$ cat config.mk
export PLATFORM = sky130hd
export DESIGN_NAME = game_tick_timer_flat
export DESIGN_NICKNAME = d
export VERILOG_FILES = /design/src/rtl/game_tick_timer_if.sv /design/src/rtl/game_tick_timer.sv /design/src/flat_wrapper.sv
export SDC_FILE = /design/constraint.sdc
export NUM_CORES = 1
export LEC_CHECK = 0
export ABC_AREA = 1
export CORE_MARGIN = 2
export CORE_UTILIZATION = 59
export CTS_CLUSTER_DIAMETER = 120
export DETAILED_ROUTE_END_ITERATION = 7
export GPL_ROUTABILITY_DRIVEN = 0
export GPL_TIMING_DRIVEN = 0
export MAX_ROUTING_LAYER = met4
export PLACE_DENSITY = 0.87
export SKIP_LAST_GASP = 1
export SLEW_MARGIN = 20
export SYNTH_ARGS = -nofsm -noshare
export SYNTH_HDL_FRONTEND = slang
export SYNTH_SLANG_ARGS = --single-unit
$ cat constraint.sdc
create_clock -name CLK -period 8 [get_ports CLK]
set_clock_uncertainty 0.2 [all_clocks]
set_input_delay 0.8 -clock CLK [delete_from_list [all_inputs] [get_ports CLK]]
set_output_delay 0.8 -clock CLK [all_outputs]
set_load 0.02 [all_outputs]
$ cat src/rtl/game_tick_timer_if.sv
// IOBUS view of the game tick timer: MCU address/data/strobe in,
// read data, window select and interrupt pulse back.
interface game_tick_timer_if;
  logic [31:0] IOBUS_ADDR;
  logic [31:0] IOBUS_OUT;
  logic        IOBUS_WR;
  logic [31:0] RD_DATA;
  logic        SEL;
  logic        INTR;

  modport master (
    output IOBUS_ADDR, IOBUS_OUT, IOBUS_WR,
    input  RD_DATA, SEL, INTR
  );

  modport slave (
    input  IOBUS_ADDR, IOBUS_OUT, IOBUS_WR,
    output RD_DATA, SEL, INTR
  );
endinterface

$ cat src/rtl/game_tick_timer.sv
// Programmable tick timer on the OTTER IOBUS: counts CLK cycles up to a
// software terminal count and emits a fixed-width INTR pulse per event.
module game_tick_timer #(
  parameter logic [31:0] BASE_ADDR = 32'h1100_0300,
  parameter int          PULSE_LEN = 2
) (
  input logic         CLK,
  input logic         RST,
  game_tick_timer_if.slave bus
);
  localparam int PW = $clog2(PULSE_LEN + 1);

  typedef enum logic {IDLE, RUN} state_t;

  state_t        state, stateNxt;
  logic          en, enNxt;
  logic          oneshot, oneshotNxt;
  logic [31:0]   term, termNxt;
  logic [31:0]   count, countNxt;
  logic          pend, pendNxt;
  logic          ovr, ovrNxt;
  logic [PW-1:0] pulse, pulseNxt;
  logic          intrQ;

  logic        hit, wrCtrl, wrTerm, wrStat;
  logic [31:0] termEff;
  logic        termEvt;
  logic        unusedAddrBits;

  assign unusedAddrBits = ^bus.IOBUS_ADDR[1:0];

  assign hit    = (bus.IOBUS_ADDR[31:4] == BASE_ADDR[31:4]);
  assign wrCtrl = bus.IOBUS_WR && hit && (bus.IOBUS_ADDR[3:2] == 2'd0);
  assign wrTerm = bus.IOBUS_WR && hit && (bus.IOBUS_ADDR[3:2] == 2'd1);
  assign wrStat = bus.IOBUS_WR && hit && (bus.IOBUS_ADDR[3:2] == 2'd3);

  assign termEff = (term == 32'd0) ? 32'd1 : term;
  // A CTRL write in the same cycle takes precedence over the terminal event.
  assign termEvt = (state == RUN) && !wrCtrl && (count >= termEff - 32'd1);

  always_ff @(posedge CLK or posedge RST) begin
    if (RST) begin
      state   <= IDLE;
      en      <= 1'b0;
      oneshot <= 1'b0;
      term    <= '0;
      count   <= '0;
      pend    <= 1'b0;
      ovr     <= 1'b0;
      pulse   <= '0;
      intrQ   <= 1'b0;
    end else begin
      state   <= stateNxt;
      en      <= enNxt;
      oneshot <= oneshotNxt;
      term    <= termNxt;
      count   <= countNxt;
      pend    <= pendNxt;
      ovr     <= ovrNxt;
      pulse   <= pulseNxt;
      intrQ   <= (pulseNxt != '0);
    end
  end

  always_comb begin
    stateNxt   = state;
    enNxt      = en;
    oneshotNxt = oneshot;
    termNxt    = wrTerm ? bus.IOBUS_OUT : term;
    countNxt   = count;
    pulseNxt   = (pulse != '0) ? pulse - PW'(1) : '0;

    // W1C first, then the event set so a same-cycle event wins.
    pendNxt = pend & ~(wrStat & bus.IOBUS_OUT[0]);
    ovrNxt  = ovr  & ~(wrStat & bus.IOBUS_OUT[1]);
    if (termEvt) begin
      pendNxt = 1'b1;
      ovrNxt  = ovrNxt | pend;
    end

    if (wrCtrl) begin
      enNxt      = bus.IOBUS_OUT[0];
      oneshotNxt = bus.IOBUS_OUT[1];
    end

    case (state)
      IDLE: begin
        if (wrCtrl && bus.IOBUS_OUT[0]) begin
          countNxt = '0;
          stateNxt = RUN;
        end
      end
      RUN: begin
        if (wrCtrl) begin
          if (bus.IOBUS_OUT[0]) begin
            countNxt = '0;
          end else begin
            stateNxt = IDLE;
            pulseNxt = '0;
          end
        end else if (termEvt) begin
          countNxt = '0;
          pulseNxt = PW'(PULSE_LEN);
          if (oneshot) begin
            enNxt    = 1'b0;
            stateNxt = IDLE;
          end
        end else begin
          countNxt = count + 32'd1;
        end
      end
      default: stateNxt = IDLE;
    endcase
  end

  always_comb begin
    bus.RD_DATA = '0;
    if (hit) begin
      case (bus.IOBUS_ADDR[3:2])
        2'd0:    bus.RD_DATA = {30'd0, oneshot, en};
        2'd1:    bus.RD_DATA = term;
        2'd2:    bus.RD_DATA = count;
        default: bus.RD_DATA = {30'd0, ovr, pend};
      endcase
    end
  end

  assign bus.SEL  = hit;
  assign bus.INTR = intrQ;
endmodule

$ cat src/flat_wrapper.sv
// flat-port wrapper written by rule: the top's interface ports become plain ports
module game_tick_timer_flat 
#(
  parameter logic [31:0] BASE_ADDR = 32'h1100_0300,
  parameter int          PULSE_LEN = 2
)
  (CLK, RST, bus_IOBUS_ADDR, bus_IOBUS_OUT, bus_IOBUS_WR, bus_RD_DATA, bus_SEL, bus_INTR);
  game_tick_timer_if bus_i ();
  input logic CLK;
  input logic RST;
  input wire logic [$bits(bus_i.IOBUS_ADDR)-1:0] bus_IOBUS_ADDR;
  input wire logic [$bits(bus_i.IOBUS_OUT)-1:0] bus_IOBUS_OUT;
  input wire logic [$bits(bus_i.IOBUS_WR)-1:0] bus_IOBUS_WR;
  output wire logic [$bits(bus_i.RD_DATA)-1:0] bus_RD_DATA;
  output wire logic [$bits(bus_i.SEL)-1:0] bus_SEL;
  output wire logic [$bits(bus_i.INTR)-1:0] bus_INTR;
  assign bus_i.IOBUS_ADDR = bus_IOBUS_ADDR;
  assign bus_i.IOBUS_OUT = bus_IOBUS_OUT;
  assign bus_i.IOBUS_WR = bus_IOBUS_WR;
  assign bus_RD_DATA = bus_i.RD_DATA;
  assign bus_SEL = bus_i.SEL;
  assign bus_INTR = bus_i.INTR;
  game_tick_timer #(.BASE_ADDR(BASE_ADDR), .PULSE_LEN(PULSE_LEN)) u_core (.CLK(CLK), .RST(RST), .bus(bus_i));
endmodule
Run 1, M4 wires:
Drawn at 4 px/um. Supply wires on this layer in grey.
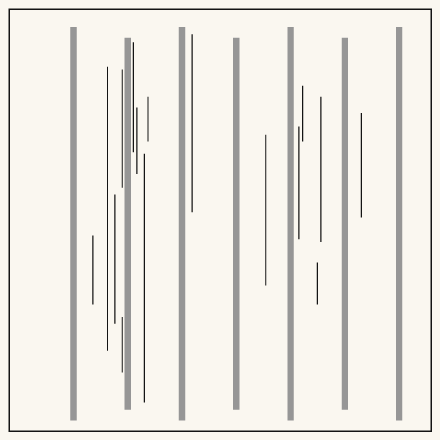
The longest straight run is 70.7 um. 14 nets have wire on it. The wires run mostly vertical. The layer holds 2.7% of the routed length. The layer carries 474 um of wire.

Run 1, signal metal coverage by tile:
Drawn at 4 px/um. 21 x 21 tiles, from white (low) to dark blue (high), scaled to the fullest tile. Values are wire area over tile area, all layers added.
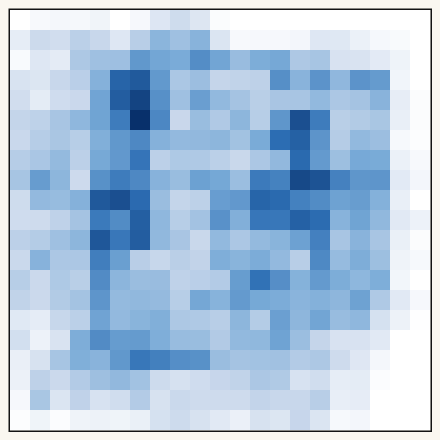
22% of the tiles are over half the peak. The emptiest ninth of the die: bottom right. The fullest tile reaches 0.77. 7.7% of the tiles are nearly empty. The mean over all tiles is 0.26.

Run 1, selected gate families:
Drawn at 6 px/um.
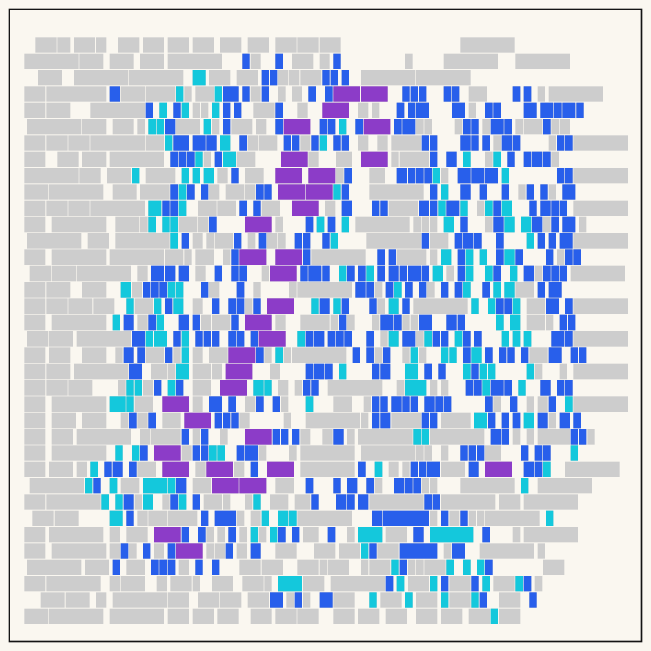
Key: nor cells = cyan [cells 154]; fa/ha/maj cells = purple [cells 34]; nand cells = blue [cells 388]

==> qor.yml, run 1 <==
route:
  number_of_drc_markers_after_the_initial_detailed_route_iteration: 452
  drt_pre_antenna_iters: 5
  routed_wirelength_mm: 17.3
  remaining_antenna_violation_count: 0
global_route:
  grt_pass1_wl_mm: 29.1
  grt_most_used_layer: "met2"
  grt_util_met1_pct: 44.0
final_layout:
  final_cell_mix: "sky130_fd_sc_hd__nand2_1 (301), sky130_fd_sc_hd__nor2_1 (120), sky130_fd_sc_hd__inv_1 (106)"
sta:
  unrepaired_setup_endpoints_after_global_routing: "no"
  fin_hold_ws_ps: 299
  fin_crit_sh_pct: 58.7
critical_path:
  cp_common_cell: "sky130_fd_sc_hd__nand2_1"
  rrSetupSlack_ps: 3310
  crit_family: "simple AND/OR/NAND/NOR gates"
  cp-endpoint: "u_core.count[17]"
  wp_data_arrival_ps: 4790
min_path:
  min_path_cells: 2
  hold_path.startpoint: "u_core.term[0]"
outcome:
  status: "finished clean"
power:
  netSwitchingFraction_pct: 23.5
  seqPwrFrac_pct: 52.1
  power_mw: 0.699
  worst_ir_drop_vdd_mv: 0.0989
clocking:
  clock_sinks: 72
die:
  core-area_um2: 9860
logic_synthesis:
  post_synth_most_frequent_cells: "sky130_fd_sc_hd__nand2_1 (301), sky130_fd_sc_hd__nor2_1 (120), sky130_fd_sc_hd__inv_1 (107), sky130_fd_sc_hd__dfrtp_1 (72), sky130_fd_sc_hd__nand3_1 (48)"
placement:
  place.detailed.hpwl_mm: 13.6
==> run 1: power by group through the flow <==
stage | Clock (mW) | Combinational [mW] | Sequential, mW
4_1_cts | 0.279 | 0.0568 | 0.364
3_5_place_dp | 0 | 0.0567 | 0.371
3_3_place_gp | 0 | 0.0532 | 0.371
2_1_floorplan | 0 | 0.0170 | 0.371
5_1_grt | 0.292 | 0.0618 | 0.364
6_report | 0.279 | 0.0561 | 0.364
==> run 1: flip-flops by register name, summed over array words and instances, names as in the netlist <==
signal	count
u_core.count	32
u_core.term	32
u_core.pulse	2
u_core.bus.INTR	1
u_core.en	1
u_core.oneshot	1
u_core.ovr	1
u_core.pend	1
u_core.state	1
==> run 1: metal layers <==
layer / part of all wire [%] / routed length [um]
met5: 0 / 0
met2: 46 / 8050
met3: 8.6 / 1490
met1: 42 / 7330
met4: 2.7 / 473
==> run 1: worst min-delay path, stage by stage (launching register included) <==
cell,delay (ps)
sky130_fd_sc_hd__dfrtp_1,350
sky130_fd_sc_hd__nand2_1,50
sky130_fd_sc_hd__o21ai_0,70
==> run 1: cell type report <==
class	instances	area share (%)
buffer	23	1.59
clock buffer	14	2.33
clock inverter	2	0.169
inverter	110	5.62
multi-input combinational	700	50.0
sequential	72	24.4
tap	133	2.25
timing repair buffer	99	13.6
==> run 1: cells by family after synthesis <==
kind of cell,Yosys count,synth area share [%]
flops,72,29.9
xor+xnor,34,4.94
buf+inv,133,8.79
fa+ha+maj,34,7.05
compound gates,60,5.33
mux,30,5.60
simple gates,542,38.4
==> run 1: stage by stage <==
stage,area [um^2],utilization (%),std cells
2_1_floorplan,6030,-,905
3_3_place_gp,7180,72.8,1136
3_5_place_dp,7210,73.1,1137
4_1_cts,7400,75.0,1153
5_1_grt,7400,75.0,1153
6_report,7400,75.0,1153
==> run 2, diff against run 1 <==
- CORE_UTILIZATION: 59 -> 49
- PLACE_DENSITY: 0.87 -> 0.77
- clock period: 8 -> 3.8 ns (I/O delays scaled with it)
Run 2, selected gate families:
Drawn at 4 px/um.
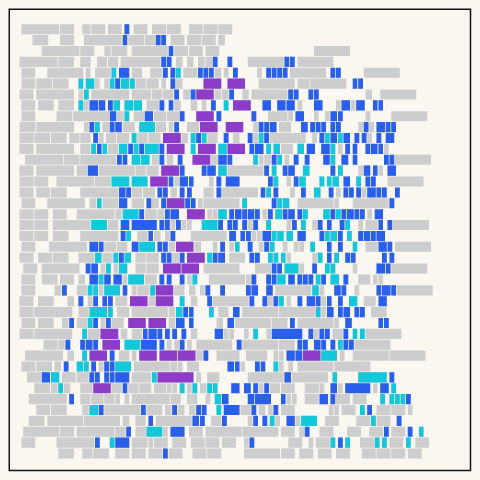
Key: nand cells = blue [cells 388]; fa/ha/maj cells = purple [cells 34]; nor cells = cyan [cells 154]

==> qor.yml, run 2 <==
route:
  drt_pre_antenna_iters: 6
  remaining_antenna_violation_count: 0
  routed_wirelength_mm: 19.3
  number_of_drc_markers_after_the_initial_detailed_route_iteration: 507
logic_synthesis:
  post_synth_mux_area_share_pct: 5.60
  xor_share_pct: 4.94
  top_logic_kind: "simple AND/OR/NAND/NOR gates"
  compound_area_share_pct: 5.33
  adder_share_pct: 7.05
  post_synth_most_frequent_cells: "sky130_fd_sc_hd__nand2_1 (301), sky130_fd_sc_hd__nor2_1 (120), sky130_fd_sc_hd__inv_1 (107), sky130_fd_sc_hd__dfrtp_1 (72), sky130_fd_sc_hd__nand3_1 (48)"
outcome:
  status: "finished clean"
global_route:
  grt_pass1_wl_mm: 29.6
power:
  worst_ir_drop_vdd_mv: 0.228
  netSwitchingFraction_pct: 22.4
  power_mw: 1.71
  seqPwrFrac_pct: 44.7
final_layout:
  final_cells: 1211
  final_cell_area_um2: 8110
  final_cell_mix: "sky130_fd_sc_hd__nand2_1 (289), sky130_fd_sc_hd__inv_1 (102), sky130_fd_sc_hd__nor2_1 (101)"
critical_path:
  rrSetupSlack_ps: 70
  crit_family: "simple AND/OR/NAND/NOR gates"
  wp_data_arrival_ps: 3760
placement:
  place.detailed.hpwl_mm: 13.6
  post_dp_cell_area_um2: 7230
sta:
  fin_crit_sh_pct: 98.1
  fin_hold_ws_ps: 162
clocking:
  clock_sinks: 72
Run 2, congestion heat map:
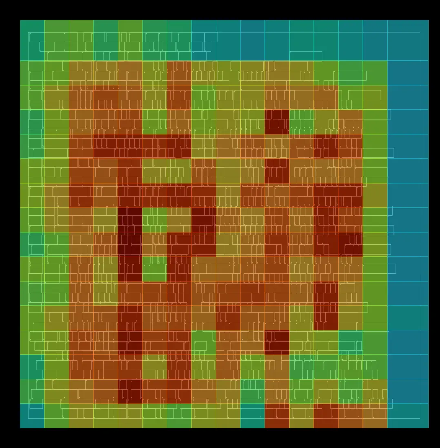
post-layout util: 67.5%
most utilized layer in the global route result: met2
global-route usage over all layers: 29.5%
met2 demand-to-capacity share in global routing: 47.1%
post-detailed-route wirelength per cell: 15.9 um

run 2: cell counts after synthesis:
No cell type changed its count.
run 2: what timing repair did:
item,in CTS,in global routing
resized,33,61
pin swaps,7,15
hold buffers,0,0
cloned,1,0
endpoints found under the setup margin,39,39
setup buffers,6,37
run 2: worst max path at each step:
| stage | startpoint | end | slack, ps | cells past startpoint |
|---|---|---|---|---|
| floorplan | u_core.term[4] | u_core.count[11] | 140 | 27 |
| global placement | u_core.term[4] | u_core.count[22] | -770 | 27 |
| detailed placement | u_core.term[4] | u_core.count[22] | -820 | 27 |
| CTS | u_core.term[4] | u_core.count[21] | 0.9 | 29 |
| global route | u_core.term[2] | u_core.count[2] | -70 | 26 |
| finish | u_core.term[2] | u_core.count[5] | 70 | 26 |
run 2: area by class of cell:
cell class	count	area [um^2]
clock inverters	2	12.5
multi-input cells	700	3910
well taps	147	184
fillers	986	3900
plain buffers	23	136
inverters	110	415
clock buffers	14	274
repair buffers	143	1350
flip-flops and latches	72	1830
run 2: power groups by stage:
| stage | logic, mW | clock network [mW] | registers [mW] |
|---|---|---|---|
| 3_3_place_gp | 0.113 | 0 | 0.781 |
| 3_5_place_dp | 0.120 | 0 | 0.781 |
| 2_1_floorplan | 0.0358 | 0 | 0.781 |
| 6_report | 0.120 | 0.828 | 0.767 |
| 4_1_cts | 0.120 | 0.827 | 0.767 |
| 5_1_grt | 0.132 | 0.862 | 0.766 |
run 2: per-layer routing:
| layer | vias up | wire length, um | track usage, % | part of all wire [%] |
|---|---|---|---|---|
| met4 | 0 | 527 | 10.4 | 2.7 |
| met2 | 335 | 9130 | 47.1 | 47 |
| met1 | 3012 | 7870 | 38.1 | 41 |
| met3 | 47 | 1740 | 4.53 | 9.0 |
| li1 | 3199 | - | - | - |
| met5 | - | 0 | - | 0 |
No activity file was given, so power comes from the tool's default toggle rates.
